**src/rtl/vector_pack_pkg.sv**
```systemverilog
// Shared definitions for the vector packer: fill-mode encodings and the
// width helper for the slice counter.
package vector_pack_pkg;

    localparam logic [1:0] FILL_ZERO = 2'b00;
    localparam logic [1:0] FILL_ONES = 2'b01;
    localparam logic [1:0] FILL_SIGN = 2'b10;
    localparam logic [1:0] FILL_X    = 2'b11;

    // Width needed to hold a slice count from 0 up to and including ratio.
    function automatic int cnt_w(input int ratio);
        return $clog2(ratio + 1);
    endfunction

endpackage

```
**src/rtl/vector_fill.sv**
```systemverilog
// Combinational fill generator for the vector packer. Given how many slices
// carry real data, it marks the remaining slices and supplies the fill pattern.
// Macro VECTOR_PACK_XFILL_EN: when defined, fill mode 11 drives X into unfilled
// bits; otherwise fill mode 11 is a plain zero fill.
module vector_fill
    import vector_pack_pkg::*;
#(
    parameter int IN_W      = 4,
    parameter int RATIO     = 4,
    parameter int MSB_FIRST = 1,
    localparam int OUT_W    = IN_W * RATIO,
    localparam int CW       = cnt_w(RATIO)
) (
    input  logic [CW-1:0]    count,
    input  logic [1:0]       fill_mode,
    input  logic             sign,
    output logic [OUT_W-1:0] fill_mask,
    output logic [OUT_W-1:0] fill_value
);

    typedef logic [CW-1:0] cnt_t;

    // Mark every slice at or beyond the number of real slices as unfilled.
    always_comb begin
        // NOTE: default first so every path assigns and no latch is inferred.
        fill_mask = '0;
        for (int k = 0; k < RATIO; k++) begin
            if (cnt_t'(k) >= count) begin
                if (MSB_FIRST != 0) begin
                    fill_mask[OUT_W-1-k*IN_W -: IN_W] = '1;
                end else begin
                    fill_mask[k*IN_W +: IN_W] = '1;
                end
            end
        end
    end

    // Select the pattern that lands in the unfilled bits.
    always_comb begin
        fill_value = '0;
        case (fill_mode)
            FILL_ONES: fill_value = '1;
            FILL_SIGN: fill_value = {OUT_W{sign}};
            FILL_X: begin
`ifdef VECTOR_PACK_XFILL_EN
                fill_value = 'x;
`else
                fill_value = '0;
`endif
            end
            default:   fill_value = '0;
        endcase
    end

endmodule

```
**src/rtl/vector_pack.sv**
```systemverilog
// Vector packer: collects IN_W-bit beats into one IN_W*RATIO-bit vector with
// valid/ready on both sides and fill of unused slices on early termination.
// Macro VECTOR_PACK_XFILL_EN: enables X fill for fill mode 11 (see vector_fill).
module vector_pack
    import vector_pack_pkg::*;
#(
    parameter int IN_W      = 4,
    parameter int RATIO     = 4,
    parameter int MSB_FIRST = 1,
    localparam int OUT_W    = IN_W * RATIO,
    localparam int CW       = cnt_w(RATIO)
) (
    input  logic             clk,
    input  logic             rst_n,
    input  logic             in_valid,
    output logic             in_ready,
    input  logic [IN_W-1:0]  in_data,
    input  logic             in_last,
    input  logic [1:0]       fill_mode,
    output logic             out_valid,
    input  logic             out_ready,
    output logic [OUT_W-1:0] out_data,
    output logic [CW-1:0]    out_count
);

    typedef logic [CW-1:0] cnt_t;

    logic [OUT_W-1:0] acc;
    logic [OUT_W-1:0] merged;
    logic [OUT_W-1:0] fill_mask;
    logic [OUT_W-1:0] fill_value;
    cnt_t             slot;
    cnt_t             slot_inc;
    logic             accept;
    logic             complete;

    // A beat may enter unless a finished vector is still waiting for its consumer.
    assign in_ready = !(out_valid && !out_ready);
    assign accept   = in_valid && in_ready;
    assign complete = accept && (in_last || slot == cnt_t'(RATIO - 1));
    assign slot_inc = slot + cnt_t'(1);

    // Drop the incoming beat into the slice addressed by the current slot.
    always_comb begin
        merged = acc;
        for (int k = 0; k < RATIO; k++) begin
            if (slot == cnt_t'(k)) begin
                if (MSB_FIRST != 0) begin
                    merged[OUT_W-1-k*IN_W -: IN_W] = in_data;
                end else begin
                    merged[k*IN_W +: IN_W] = in_data;
                end
            end
        end
    end

    vector_fill #(
        .IN_W      (IN_W),
        .RATIO     (RATIO),
        .MSB_FIRST (MSB_FIRST)
    ) u_fill (
        .count      (slot_inc),
        .fill_mode  (fill_mode),
        .sign       (in_data[IN_W-1]),
        .fill_mask  (fill_mask),
        .fill_value (fill_value)
    );

    // Accumulate beats, publish the vector on completion, retire it on handshake.
    always_ff @(posedge clk) begin
        // NOTE: non-blocking assignments keep every register update tied to the same edge.
        if (!rst_n) begin
            acc       <= '0;
            slot      <= '0;
            out_valid <= 1'b0;
            out_data  <= '0;
            out_count <= '0;
        end else begin
            if (out_valid && out_ready) begin
                out_valid <= 1'b0;
            end
            if (complete) begin
                out_data  <= (merged & ~fill_mask) | (fill_value & fill_mask);
                out_count <= slot_inc;
                out_valid <= 1'b1;
                acc       <= '0;
                slot      <= '0;
            end else if (accept) begin
                acc  <= merged;
                slot <= slot_inc;
            end
        end
    end

endmodule

```
**config.mk**
```make
export PLATFORM = sky130hd
export DESIGN_NAME = vector_pack
export DESIGN_NICKNAME = d
export VERILOG_FILES = /design/src/rtl/vector_pack_pkg.sv /design/src/rtl/vector_fill.sv /design/src/rtl/vector_pack.sv
export SDC_FILE = /design/constraint.sdc
export NUM_CORES = 1
export LEC_CHECK = 0
export ABC_AREA = 1
export CAP_MARGIN = 30
export CORE_MARGIN = 1.5
export CORE_UTILIZATION = 40
export DETAILED_ROUTE_END_ITERATION = 12
export PLACE_DENSITY = 0.7
export SLEW_MARGIN = 20
export SYNTH_ARGS = -nofsm -noshare
export SYNTH_HDL_FRONTEND = slang
export SYNTH_HIERARCHICAL = 1
export SYNTH_SLANG_ARGS = --single-unit
```
**constraint.sdc**
```tcl
create_clock -name clk -period 2.15 [get_ports clk]
set_input_delay 0.43 -clock clk [delete_from_list [all_inputs] [get_ports clk]]
set_output_delay 0.43 -clock clk [all_outputs]
set_load 0.01 [all_outputs]
```
Fig. 1: nets reached from selected ports
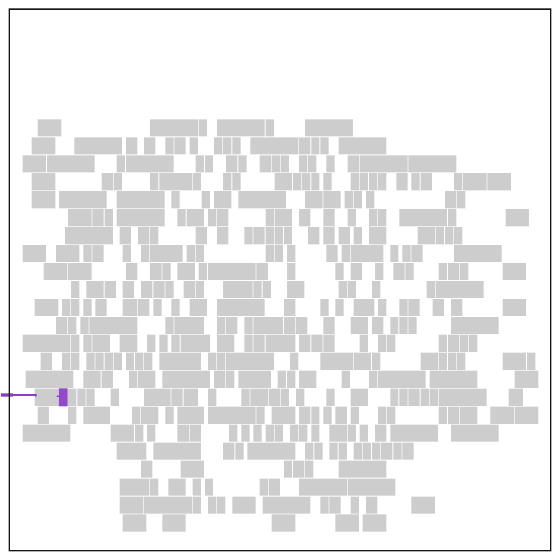
| color | port | bits | direction | edge | end cells | buffers | wire |
|---|---|---|---|---|---|---|---|
| purple | in_last | 1 | input | west | 1 | 1 | 4.30 µm |

Fig. 2: clock nets
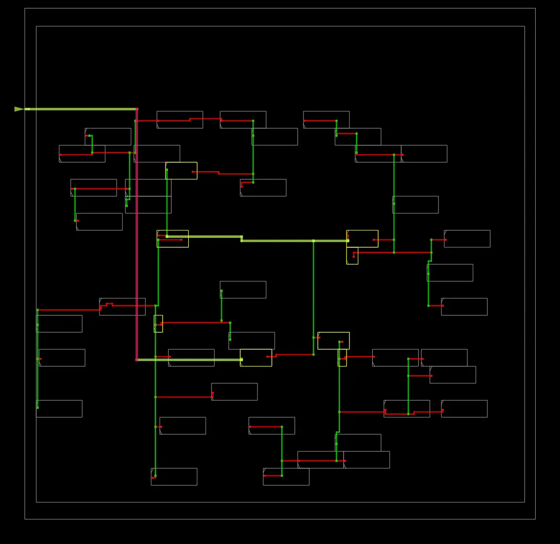
TritonCTS Sinks: 39
clock latency of the later-clocked register in the worst-skew pair: 0.29 ns

Fig. 3: gate families picked out
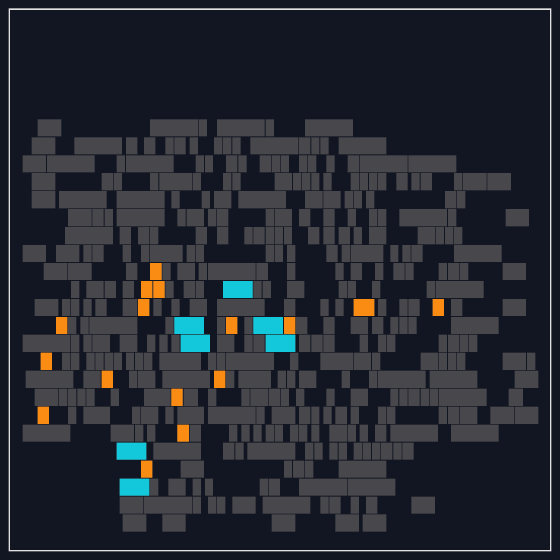
| color | family | cells | most used |
|---|---|---|---|
| orange | aoi and oai cells | 16 | a21oi_1 |
| cyan | fa/ha/maj cells | 7 | ha_1 |

Fig. 4: routed clock nets over the placement
Bar = 20 µm.
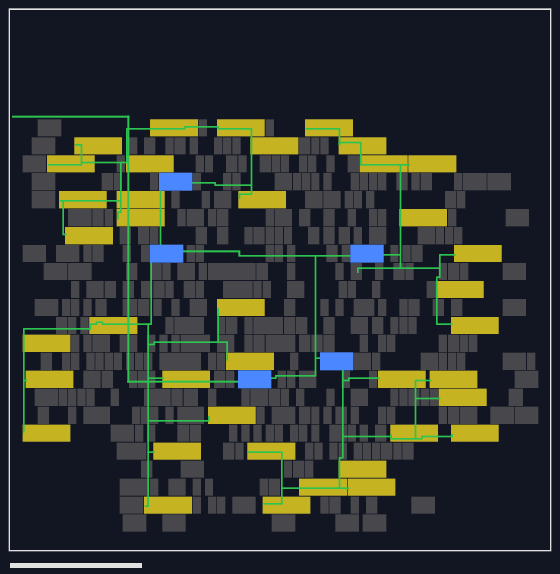
[yellow] flip-flops | count: 39
[green] clock wires | length: 497 µm
[blue] clock drivers | count: 5
flops lie: spread over the die

[layer usage]
layer / vias to the layer above / global-route usage / share of wire
met5: - / 0 / 0
met4: 0 / 0.0593 / 0.0074
met3: 2 / 0.0356 / 0.043
met2: 58 / 0.297 / 0.46
met1: 1020 / 0.237 / 0.49
li1: 1163 / - / -
[kinds of logic (layout without fill, tap and decap cells)]
| group | count (synthesis) | in the layout | share of synthesized area |
|---|---|---|---|
| flip-flops | 39 | 39 | 0.315 |
| buffers and inverters | 86 | 95 | 0.196 |
| AND/OR/NAND/NOR | 229 | 229 | 0.421 |
| adder cells (fa/ha/maj) | 7 | 7 | 0.0353 |
| AND-OR/OR-AND | 16 | 16 | 0.0338 |
[area by class of cell]
cell class,count,area (µm²)
fillers,644,3210
repair buffers,43,413
flip-flops and latches,39,781
multi-input cells,252,1210
clock inverters,1,5.00
inverters,44,165
clock buffers,7,76.3
well taps,75,93.8
[path summary, 6_finish.rpt]
check | from | end | slack [ns] | cells past startpoint
max | out_ready | in_ready | 0.22 | 4
min | acc[0] | acc[0] | 0.47 | 2
max reg2reg | slot[0] | out_data[15] | 0.34 | 9
min reg2reg | acc[0] | acc[0] | 0.47 | 2
[power groups by stage]
stage	sequential [mW]	clock, mW	combinational (mW)
after floorplan	0.802	0	0.288
after CTS	0.780	0.489	0.361
after global routing	0.785	0.514	0.409
after global placement	0.796	0	0.351
after detailed placement	0.797	0	0.358
final	0.780	0.473	0.360
[through the flow]
stage                util  setup slack [ns]  power (mW)  hold slack [ns]  instance area, µm²
floorplan               -             0.203        1.09            0.443                2480
global placement    0.448             0.118        1.15            0.453                2670
detailed placement  0.448            0.0754        1.16            0.457                2670
CTS                 0.462             0.216        1.63            0.469                2750
global route        0.462             0.124        1.71            0.489                2750
finish              0.462             0.221        1.61            0.471                2750
[state kept, by name (all words and copies together), names as in the netlist]
name	count
acc	16
slot	3
out_count	3
out_data	16
out_valid	1
[placed cells by master, fill, tap and decap left out, drive strengths merged, types with 2 or more instances in the layout]
master / instances
a21oi: 14
buf: 12
clkbuf: 7
clkdlybuf4s50: 31
dfxtp: 39
ha: 7
inv: 44
nand2: 112
nand3: 60
nand3b: 16
nor2: 39
o21ai: 2
[critical path: stages]
cell                              delay, ns
sky130_fd_sc_hd__clkdlybuf4s50_1       0.45
sky130_fd_sc_hd__inv_1                 0.04
sky130_fd_sc_hd__nand2_2               0.05
sky130_fd_sc_hd__clkdlybuf4s50_1       0.52
==> flow.log <==
[flow] collecting metrics
INFO  metric outcome = finished clean
INFO  metric postSynth.asyncResetShare = 0
INFO  metric synth_top_cell_by_area = sky130_fd_sc_hd__dfxtp_1
INFO  metric starting_drt_drc_count = 144
INFO  metric postSynthCellCount = 377
INFO  metric share_of_final_layout_standard_cells_stronger_than_drive_strength_1 = 0.0699
INFO  metric final.min_clock_period = 1.93 ns
INFO  metric synth.avg_cell_area = 6.58 µm²
INFO  metric drt_drc_violations_left = 0
INFO  metric root_buffer = sky130_fd_sc_hd__clkbuf_8
INFO  metric switching_share = 0.292
INFO  metric dp_hpwl = 3.88 mm
INFO  metric pwrdens = 587 nW/µm²
INFO  metric fmax = 0.518 GHz
INFO  metric worstPathArrival = 1.50 ns
INFO  metric synth_seq_share = 0.315
INFO  metric vias_per_cell = 4.87
INFO  metric totalNegativeSetupSlack = 0 ns
INFO  metric rsz_0062_raised_after_global_routing = no
INFO  metric grt_start_max_net_pins = 20
INFO  metric cts-hold-fix-buffers = 0
INFO  metric final-setup-viol-count = 0
INFO  metric top_area_frac = 0.315
INFO  metric p_int = 1.14 mW
INFO  metric design.core.area = 5960 µm²
INFO  metric instances_no_fill = 461
INFO  metric postCtsSetupBuffers = 0
INFO  metric number_of_i_o_pins = 32
INFO  metric grt_antenna_before_repair = 0
INFO  metric warnings = 30
INFO  metric wire_per_inst = 11.7 µm
INFO  metric synth_chip_area = 2480 µm²
INFO  metric fp-utilization = 0.417
INFO  metric finClkSkew = 0.0102 ns
INFO  metric chipArea = 6680 µm²
INFO  metric timing.critical_path.to_type = output port
INFO  metric finalMaxSlewViolations = 0
INFO  metric min_period_over_period = 0.897
INFO  metric timing.final.hold_violations = 0
INFO  metric synth-warning-count = 6
INFO  metric hp-class = flip-flop to flip-flop
INFO  metric final_layout_net_count = 403
INFO  metric htree_levels = 2
INFO  metric grt_first_pass_wirelength = 9.40 mm
INFO  metric antenna_violating_nets_post_route = 0
INFO  metric floorplan.die.width = 81.8 µm
INFO  metric cts_resized = 0
INFO  metric grt_remaining_overflow = 0
INFO  metric postSynthNetCount = 395
INFO  metric drtPass1Iterations = 4
INFO  metric p_sw = 0.471 mW
INFO  metric setup.worst_path.class = primary input to output port
INFO  metric placement.io_buffers = 31
INFO  metric worst_setup_hold_path_clk_slew = 0.08 ns
INFO  metric clock_power_share = 0.293
INFO  metric synth.cell_area = 2480 µm²
INFO  metric power.ir.vdd_worst = 0.000304 V
INFO  metric enable_flop_cells = 0
INFO  metric ys_cells = 377
INFO  metric post_synth_num_cell_types = 22
INFO  metric synth-seq-cells = 39
INFO  metric critical_path.startpoint_type = primary input
INFO  metric global_route.usage.total = 0.181
INFO  metric via_count_of_the_first_global_routing_pass = 2098
INFO  metric seqPwrFrac = 0.484
INFO  metric ys.flop_type = sky130_fd_sc_hd__dfxtp_1
INFO  metric insertedDiodeCount = 0
INFO  metric p_comb_frac = 0.223
INFO  metric cp_max_fo = 2
INFO  metric netlist.top_cell.by_instances = sky130_fd_sc_hd__nand2_1
INFO  metric worstMarginPinSlew = 0.432 ns
INFO  metric cap_violations = 0
INFO  metric maxSlewHeadroom = 0.711
INFO  metric p_leak = 1.28 nW
INFO  metric ctsLongestPathBuffers = 2
INFO  metric detailroute.via_count = 2243
INFO  metric synth.top_cells.by_area = sky130_fd_sc_hd__dfxtp_1 (31%), sky130_fd_sc_hd__nand2_1 (16%), sky130_fd_sc_hd__nand3_1 (12%)
INFO  metric synth.top_cells.by_count = sky130_fd_sc_hd__nand2_1 (108), sky130_fd_sc_hd__nand3_1 (59), sky130_fd_sc_hd__inv_1 (43)
INFO  metric dpl.cell_count = 453
INFO  metric finalWirelength = 5.40 mm
INFO  metric cts_tree = yes
INFO  metric routabilityCongestion = 0.877
INFO  metric fp.dieH = 81.8 µm
INFO  metric worst-endpoint-required = 1.72 ns
INFO  metric fp-row-count = 28
INFO  metric flow.area_growth_from_synthesis = 10.8%
INFO  metric tritoncts.num_buffers = 5
Power is estimated from default activity; no workload was simulated.
